Fig. 1: cell outlines without signal wires
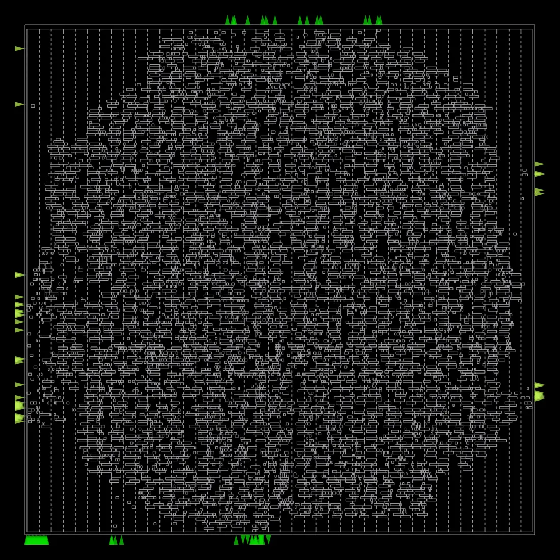
Fig. 2: M4 wires
The bar under the picture is 200 µm long.
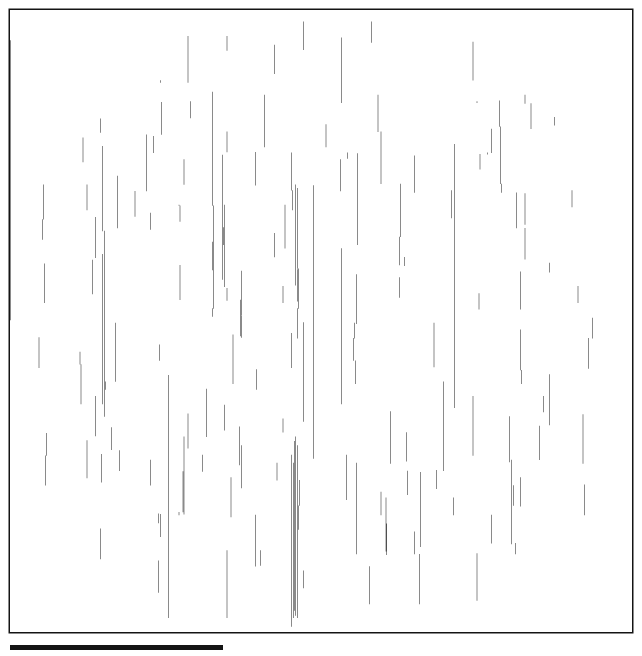
Fig. 3: placed cells, one color a class
The bar under the picture is 200 µm long. Fill, decap, tap and diode cells in gray.
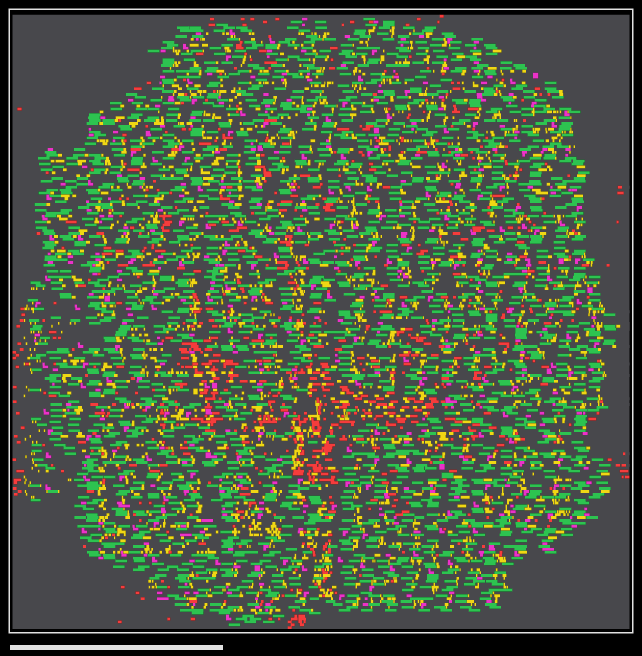
Fig. 4: metal layers overlaid
The bar under the picture is 200 µm long.
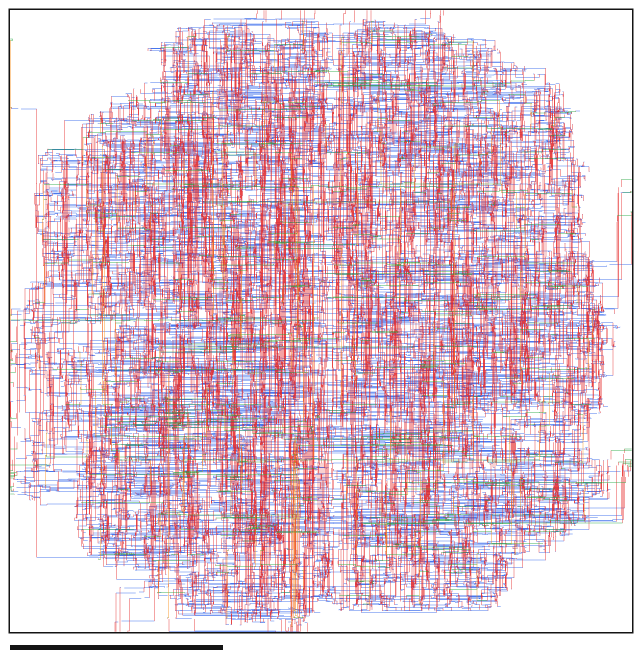
==> config.mk <==
export PLATFORM = sky130hd
export DESIGN_NAME = data_mem_responder
export DESIGN_NICKNAME = d
export VERILOG_FILES = /design/src/rtl/data_mem_responder.sv
export SDC_FILE = /design/constraint.sdc
export NUM_CORES = 2
export LEC_CHECK = 0
export CAP_MARGIN = 20
export CORE_MARGIN = 2
export CORE_UTILIZATION = 25
export CTS_BUF_LIST = sky130_fd_sc_hd__clkbuf_4 sky130_fd_sc_hd__clkbuf_8
export DETAILED_ROUTE_END_ITERATION = 10
export GPL_ROUTABILITY_DRIVEN = 0
export HOLD_SLACK_MARGIN = 0.05
export MAX_ROUTING_LAYER = met4
export PLACE_DENSITY_LB_ADDON = 0.08
export SETUP_SLACK_MARGIN = 0.4
export SLEW_MARGIN = 20
export SYNTH_ARGS = -nofsm -noshare
export SYNTH_HDL_FRONTEND = slang
export SYNTH_SLANG_ARGS = --single-unit
export TNS_END_PERCENT = 30
==> constraint.sdc <==
create_clock -name clk -period 3 [get_ports clk]
set_input_delay 0.75 -clock clk [delete_from_list [all_inputs] [get_ports clk]]
set_output_delay 0.75 -clock clk [all_outputs]
set_load 0.005 [all_outputs]
==> flow_metrics.env <==
# implementation run metrics
export IMPL_diodes=10
export IMPL_slew_headroom_pct=21.71
export IMPL_grt_start_max_net_pins=66
export IMPL_die_w_um=583.8
export IMPL_ys_ff=2129
export IMPL_comb_area_mm2=0.02045
export IMPL_clk_share_pct=7.330
export IMPL_cts_tree="built"
export IMPL_die_area_mm2=0.3409
export IMPL_min_path_cells=3
export IMPL_violations="negative setup slack"
export IMPL_clkLatencyLatePin_ns=1.09
export IMPL_worstMarginPinSlew_ns=1.174
export IMPL_portBuffers=74
export IMPL_hold_path_class="in -> reg"
export IMPL_fmax_mhz=309.4
export IMPL_avgViaCountPerCell=4.832
export IMPL_antenna_found_initial=15
export IMPL_clkPwrFrac_pct=24.3
export IMPL_syn_area_mm2=0.08405
export IMPL_largest_reg_flops=2048
export IMPL_overflow=0
export IMPL_rrSetupSlack_ns=-0.23
export IMPL_netlist_instances=5606
export IMPL_power_density_mw_per_mm2=1084
export IMPL_drt_iter0_drc=4742
export IMPL_clkbuf_count=598
export IMPL_power_leader="combinational cells"
export IMPL_slew_violations=0
export IMPL_dp_slack_ns=-1.529
export IMPL_p_total_mw=118.1
export IMPL_period_used_pct=107.7
export IMPL_p_seq_mw=39.4
export IMPL_setup_violations=33
export IMPL_h_tree_depth=5
export IMPL_crit_fanout=13
export IMPL_period_minus_slack_ns=3.232
export IMPL_ys_chip_area_mm2=0.08405
export IMPL_reg2regPathDepth=11
export IMPL_syn_to_final_growth_pct=29.59
export IMPL_nNetsFinal=6631
export IMPL_grt_pass1_vias=55679
export IMPL_whs_ns=0.2331
export IMPL_timing_worst_setup_path_type="reg -> reg"
export IMPL_cts_buffer_depth=4
export IMPL_leakagePower_nw=37.55
export IMPL_inv_count=12
export IMPL_p_comb_share_pct=42.3
export IMPL_initCoreUtil_pct=25.17
export IMPL_fin_setup_tns_ns=-4.239
export IMPL_yosysUniqueCellTypes=75
export IMPL_crit_arrival_ns=4.21
export IMPL_synthFlopType="edfxtp_1"
export IMPL_comb_multi_input_count=3054
export IMPL_io_pins=101
export IMPL_comb_power_mw=49.9
export IMPL_non_clock_buffer_area_share_pct=10.32
export IMPL_drt_pass1_iter_count=6
export IMPL_crit_path_end_kind="register"
export IMPL_route_detailed_drc=0
export IMPL_netSwitchingPower_mw=45.35
export IMPL_syn_nets=5676
export IMPL_cts_root_buffer="clkbuf_8"
export IMPL_ir_drop_mv=0.6780
export IMPL_powerClk_mw=28.7
export IMPL_die_h_um=583.8
export IMPL_yosysWarnings=0
export IMPL_fin_ws_ns=-0.2320
export IMPL_grt_pass1_wl_um=470000
export IMPL_final_hold_viol_count=0
export IMPL_antenna_left=0
export IMPL_n_tap_cell=4387
export IMPL_async_flop_share_pct=3.805
export IMPL_yosys_cells=5606
export IMPL_internal_power_mw=72.72
export IMPL_warnings=56
export IMPL_yosysSeqAreaShare_pct=75.58
export IMPL_synth_area_per_cell_um2=14.99
export IMPL_drive_gt1_share_pct=28.66
export IMPL_dpl_hpwl_um=207600
export IMPL_p_seq_share_pct=33.4
export IMPL_status="complete, but fails checks"
export IMPL_seq_area_mm2=0.06360
export IMPL_dpl_cell_area_mm2=0.09739
export IMPL_numCtsBuffers=400
export IMPL_worst_clock_skew_ns=0.06878
export IMPL_switching_share_pct=38.41
export IMPL_cts_num_sinks=2129
export IMPL_comb_share_pct=18.78
export IMPL_dp_cells=10414
export IMPL_lay_top_cells="edfxtp_1 (2,048), nand2_1 (1,086), buf_4 (570)"
export IMPL_cap_violations=0
export IMPL_required_ns=3.98
export IMPL_path_clk_slew_ns=0.06
export IMPL_start_kind="register"
export IMPL_rows=212
export IMPL_edf_count=2048
export IMPL_rsz0062_at_grt="true"
export IMPL_final_common_cell="edfxtp_1"
export IMPL_biggestCellCategory="sequential cells"
export IMPL_buffers=964
export IMPL_fill_cells=32752
-- Fig. 1 (at the start) --
Layout Cells excl Fill: 11.28k
core area: 0.3340 mm²
number of flip-flops and latches: 2,129
fin util: 32.62%

-- Fig. 2 (at the start) --
longest straight run: 263 µm
share of all routed wire: 2.2%
nets with wire on the layer: 66
main direction: vertical
number of vias in the routed layout: 54.51k
DRT Wirelength: 341,400 µm

-- Fig. 3 (at the start) --
legend:
  clock drivers and dummy loads:
    color: magenta
    cells: 725
  remaining logic cells:
    color: yellow
    cells: 3,066
  registers:
    color: green
    cells: 2,129
  remaining buffers and delay cells:
    color: red
    cells: 964
flop share of the area: 58.39%
design area: 0.1089 mm²

-- Fig. 4 (at the start) --
legend:
  M4:
    color: orange
    wire_length: 7,390 µm
  M2:
    color: red
    wire_length: 164 mm
  M1:
    color: blue
    wire_length: 155 mm
  M3:
    color: green
    wire_length: 15,100 µm
drt wl/cell: 30.27 µm
gr usage total: 20.34%

[per-layer routing]
| layer | share of wire (%) | wire [µm] | GRT usage (%) |
|---|---|---|---|
| met1 | 45 | 155300 | 27.15 |
| met4 | 2.2 | 7387 | 4.323 |
| met5 | 0 | 0 | - |
| met3 | 4.4 | 15140 | 2.908 |
| met2 | 48 | 163500 | 32.82 |
[synth_stat cells, types with 81 or more instances]
cell,count,share of area (%)
mux2i_1,124,1.5
dfrtp_1,81,2.4
a211oi_1,350,3.1
o21ai_0,106,0.63
a31oi_1,196,1.5
clkbuf_1,227,1.0
nand2_1,1100,4.9
a311oi_1,149,1.6
buf_2,132,0.79
and3_1,431,3.2
edfxtp_1,2048,73
nor2_1,93,0.42
[critical path, stage by stage (launching register included)]
cell and delay (ns):
dfrtp_1 0.39, or2_4 0.30, o21ai_4 0.16, and2_4 0.27
inv_16 0.08, buf_12 0.16, buf_12 0.15, mux2i_1 0.12
mux4_2 0.59, a22o_1 0.31, nor4_4 0.36, and2_1 0.19
[cell families (layout without fill, tap and decap cells)]
logic type,count (synthesis),count (layout),share of synthesized area (%)
and+or+nand+nor,1784,1784,9.651
buffers and inverters,423,1701,2.254
AOI/OAI and AO/OA,1078,1078,9.302
DFF,2129,2129,75.58
other,0,10,0
xor gates and xnor gates,3,3,0.03127
muxes,187,187,3.151
adders and majority gates,2,2,0.02977
[what timing repair did]
action	CTS	global route
setup buffers	96	8
cloned	26	1
endpoints found under the hold margin	8	0
pin swaps	69	35
endpoints found under the setup margin	65	48
hold buffers	1	0
resized	454	91
